==> config.mk <==
export PLATFORM = sky130hd
export DESIGN_NAME = cpu_seq_ctrl
export DESIGN_NICKNAME = d
export VERILOG_FILES = /design/src/rtl/cpu_ctrl_pkg.sv /design/src/rtl/cpu_instr_decode.sv /design/src/rtl/cpu_seq_ctrl.sv
export SDC_FILE = /design/constraint.sdc
export NUM_CORES = 1
export LEC_CHECK = 0
export CAP_MARGIN = 10
export CORE_MARGIN = 8
export CORE_UTILIZATION = 48
export CTS_CLUSTER_DIAMETER = 150
export DETAILED_ROUTE_END_ITERATION = 16
export HOLD_SLACK_MARGIN = 0.03
export PLACE_DENSITY = 0.91
export SYNTH_ARGS = -nofsm -noshare
export SYNTH_HDL_FRONTEND = slang
export SYNTH_SLANG_ARGS = --single-unit
==> constraint.sdc <==
create_clock -name clk -period 4.43 [get_ports clk]
set_clock_uncertainty 0.1 [all_clocks]
set_input_delay 0.443 -clock clk [delete_from_list [all_inputs] [get_ports clk]]
set_output_delay 0.443 -clock clk [all_outputs]
set_load 0.02 [all_outputs]
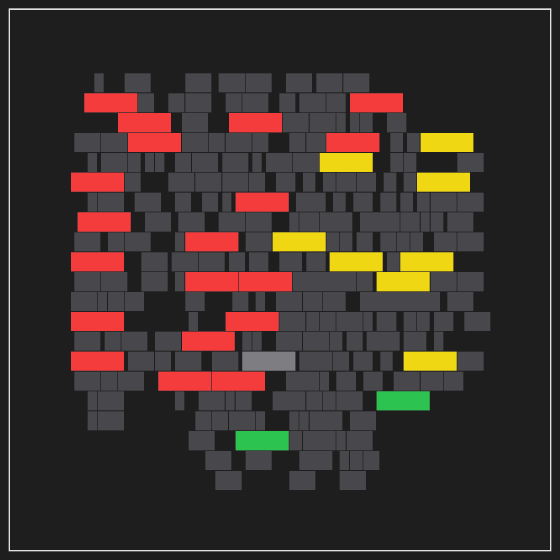
*Register map, names as in the netlist, run 1*
Other sequential cells in the stronger gray, the rest of the logic in the fainter gray.
- imem_addr: yellow (sequential cells 8; where east)
- state: green (sequential cells 2)
- ir: red (sequential cells 19)
- not colored: 1
Seq/total area: 26.6%
register area: 601 um2
Power Sequential: 358 uW

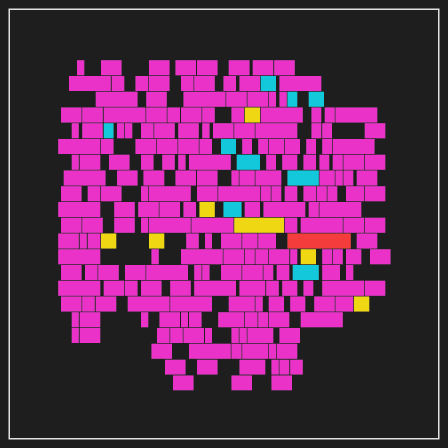
*Sizing map, run 1*
- x1 and smaller: magenta (cells 216)
- x3 and x4: yellow (cells 7)
- x6 and larger: red (cells 1)
- x2: cyan (cells 9)
fin area: 0.00225 mm2
nonclk buf count: 56
worst setup margin: 1.47 ns
area grow syn2layout: 40.1%

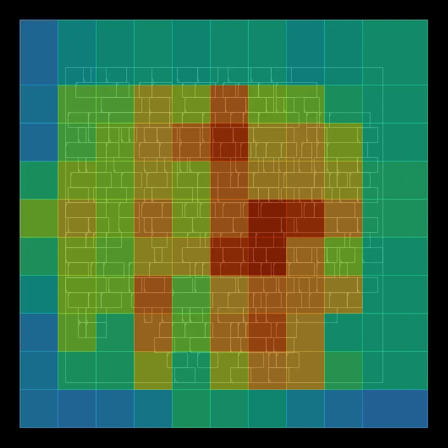
*Track usage over the die, run 1*
Finished Core Util: 68.6%
wire per inst: 15.3 um
GR Util met1: 17.9%
busiest layer in global routing: met2

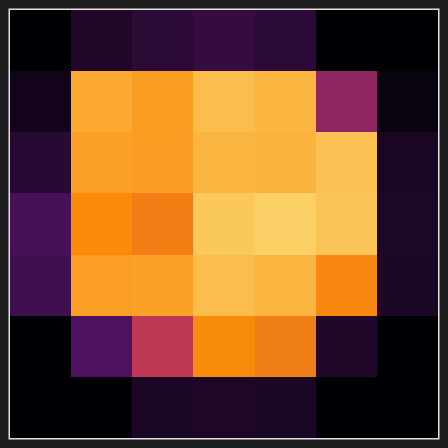
*Cell density map, run 1*
7 x 7 tiles, from black (low) to pale yellow (high), 0 to 100% covered.
- emptiest ninth of the die: south-east
- densest ninth of the die: center
- fullest tile: 90%
fp util: 49.0%
Core Area: 0.00328 mm2

==> flow_summary.toml, run 1 <==
# yosys + openroad results
[global_routing]
grt_max_degree = 34
grt_pass1_wl_um = 7080
first_global_vias = 1502

[power_and_ir_drop]
p_total_uw = 896
p_switching_uw = 315
vdd_drop_max_mv = 0.294
power_frac_seq_pct = 40.0

[clocking]
cts_root_buf = "clkbuf_4"
clock_sinks = 30
cts_inserted_buffers = 5
cts_resized = 0
cts_tree = "built"
h-tree-depth = 2

[routing]
drt_iter0_markers = 151

[layout]
insertedDiodeCount = 0

[final_timing]
tightestPinTransition_ns = 1.12
slew_violations = 0

[placement]
gp_congestion = 0.838
numPortBuffers = 55

[worst_hold_path]
min_path_type = "reg2reg"

[floorplan]
fp-row-count = 21

[critical_path]
critical-path-top-delay-family = "simple AND/OR/NAND/NOR gates"
startpoint_type = "flop"
slowest_delay_ns = 0.62
crit_path_end_kind = "output pin"

[logic_synthesis]
avgSynthCellArea_um2 = 8.99
synth-edff-count = 0
ys.flops = 30
synth_nets = 210
mux_area_share_pct = 13.8

[status]
status = "finished, final reports clean"
run 1: routing by layer:
layer  global-route usage (%)  vias up
met1                     17.9      688
met4                     4.66        0
li1                         -      743
met3                     8.19       10
met2                     27.7       52
met5                        0        -
run 1: final cells by class:
type	count	share of cell area, %
multi-input combinational	135	42.0
tap	46	2.55
inverter	4	0.666
clock inverter	3	1.78
timing repair buffer	56	24.8
clock buffer	5	1.66
sequential	30	26.6
run 1: cell usage in the layout, fill, tap and decap left out, drive strengths merged, types with 2 or more instances in the layout:
cell type and instances:
dfxtp 30, nand2b 2, clkinv 2, and4b 2, nor2 24, nand3 5, o21ai 9, and3 11
mux2i 21, clkdlybuf4s50 55, o211ai 2, inv 4, a21oi 8, nand4 2, a211oi 3, and2 17
nor2b 2, nand2 2, clkbuf 5, nor3 3, nor3b 4, ha 7
==> inputs of run 2 (changes only) <==
- CORE_UTILIZATION: 48 -> 45
- PLACE_DENSITY: 0.91 -> 0.86
- clock period: 4.43 -> 2.9 ns (I/O delays scaled with it)
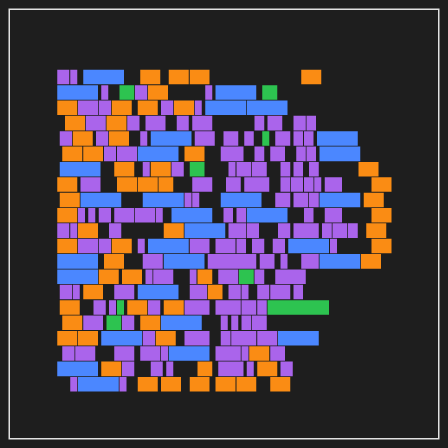
*Placement by cell class, run 2*
- sequential cells: blue (cells 30)
- clock drivers and dummy loads: green (cells 8)
- remaining buffers and delay cells: orange (cells 59)
- remaining logic cells: purple (cells 139)
Core Area: 0.00339 mm2
Finished Core Util: 67.1%
FP Rows: 21

==> run 2 against run 1 <==
  * Sequential power rose by 53%
  * Hold slack better by 0.0027 ns
  * Power increased by 53%
  * Synthesized cell count unchanged
  * First-iteration DRC count decreased by 50%
  * Critical path depth unchanged
  * Design area rose by 0.89%
  * Die size increased by 5.2%
  * Critical path type unchanged
  * Critical endpoint is now dp_immediate[5]
  * Largest power group unchanged
==> flow_summary.toml, run 2 <==
# yosys + openroad results
[clocking]
cts_root_buf = "clkbuf_4"
cts_inserted_buffers = 5
cts_resized = 0
clock_sinks = 30
h-tree-depth = 2

[layout]
syn_to_final_growth_pct = 41.4
comb_area_share_pct = 41.6
sh_seq_area_pct = 26.4
buf_share_pct = 25.5
dominant_cells = "logic gates"
clkbuf_count = 7
logic_gates = 135
regArea_um2 = 601
clockNetworkAreaShare_pct = 3.30

[logic_synthesis]
aoi_share_pct = 11.0
synthesis.area_mm2 = 0.00161
synth-edff-count = 0
synth_nets = 210
avgSynthCellArea_um2 = 8.99
synth_top_cell_by_count = "dfxtp_1"
mux_area_share_pct = 13.8

[critical_path]
startpoint_type = "flop"
crit_path_end_kind = "output pin"

[global_routing]
grt_util_met1_pct = 15.9
met3_usage_pct = 10.3
grt_max_degree = 23
grt_pass1_wl_um = 6350
busiest_layer = "met2"
first_global_vias = 1414
met2_usage_pct = 21.3

[floorplan]
fp_util_pct = 47.5
tap_cells = 46

[placement]
numPortBuffers = 55
gp_congestion = 0.795
dp_slack_ns = 0.767

[worst_hold_path]
min_path_type = "reg2reg"

[status]
status = "finished, final reports clean"

[routing]
wl_per_cell_um = 14.2
drt_iter0_markers = 75

[power_and_ir_drop]
vdd_drop_max_mv = 0.390
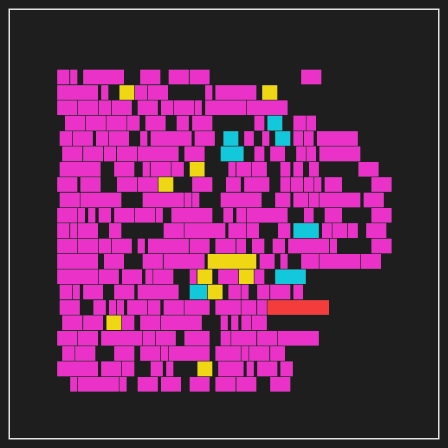
*Sizing map, run 2*
- x3 and x4: yellow (cells 10)
- x1 and smaller: magenta (cells 218)
- x6 and larger: red (cells 1)
- x2: cyan (cells 7)
worst setup margin: 0.393 ns
fin area: 0.00227 mm2
nonclk buf count: 59

==> run 2: cell types whose count changed in the layout (fill, tap and decap cells not counted), sizes merged <==
cell,delta
buf,+3
clkbuf,+2
clkinv,-2
==> run 2: where the power goes <==
group	internal [mW]	total (mW)	switching, mW
clock	0.183	0.335	0.153
sequential	0.480	0.547	0.0673
combinational	0.231	0.488	0.256
==> run 2: worst max-delay path: stages, from the launching register on <==
cell             delay (ns)
dfxtp_1                0.43
ha_1                   0.19
and2b_2                0.33
and3_1                 0.20
clkdlybuf4s50_1        0.62
==> run 2: through the flow <==
step	hold slack [ns]	cell area, um2
final	0.396	2270
after CTS	0.402	2270
after global placement	0.363	2200
after global routing	0.441	2270
after floorplan	0.266	1610
after detailed placement	0.376	2200
Power figures rest on the tool's default switching activity, not on a simulated workload.
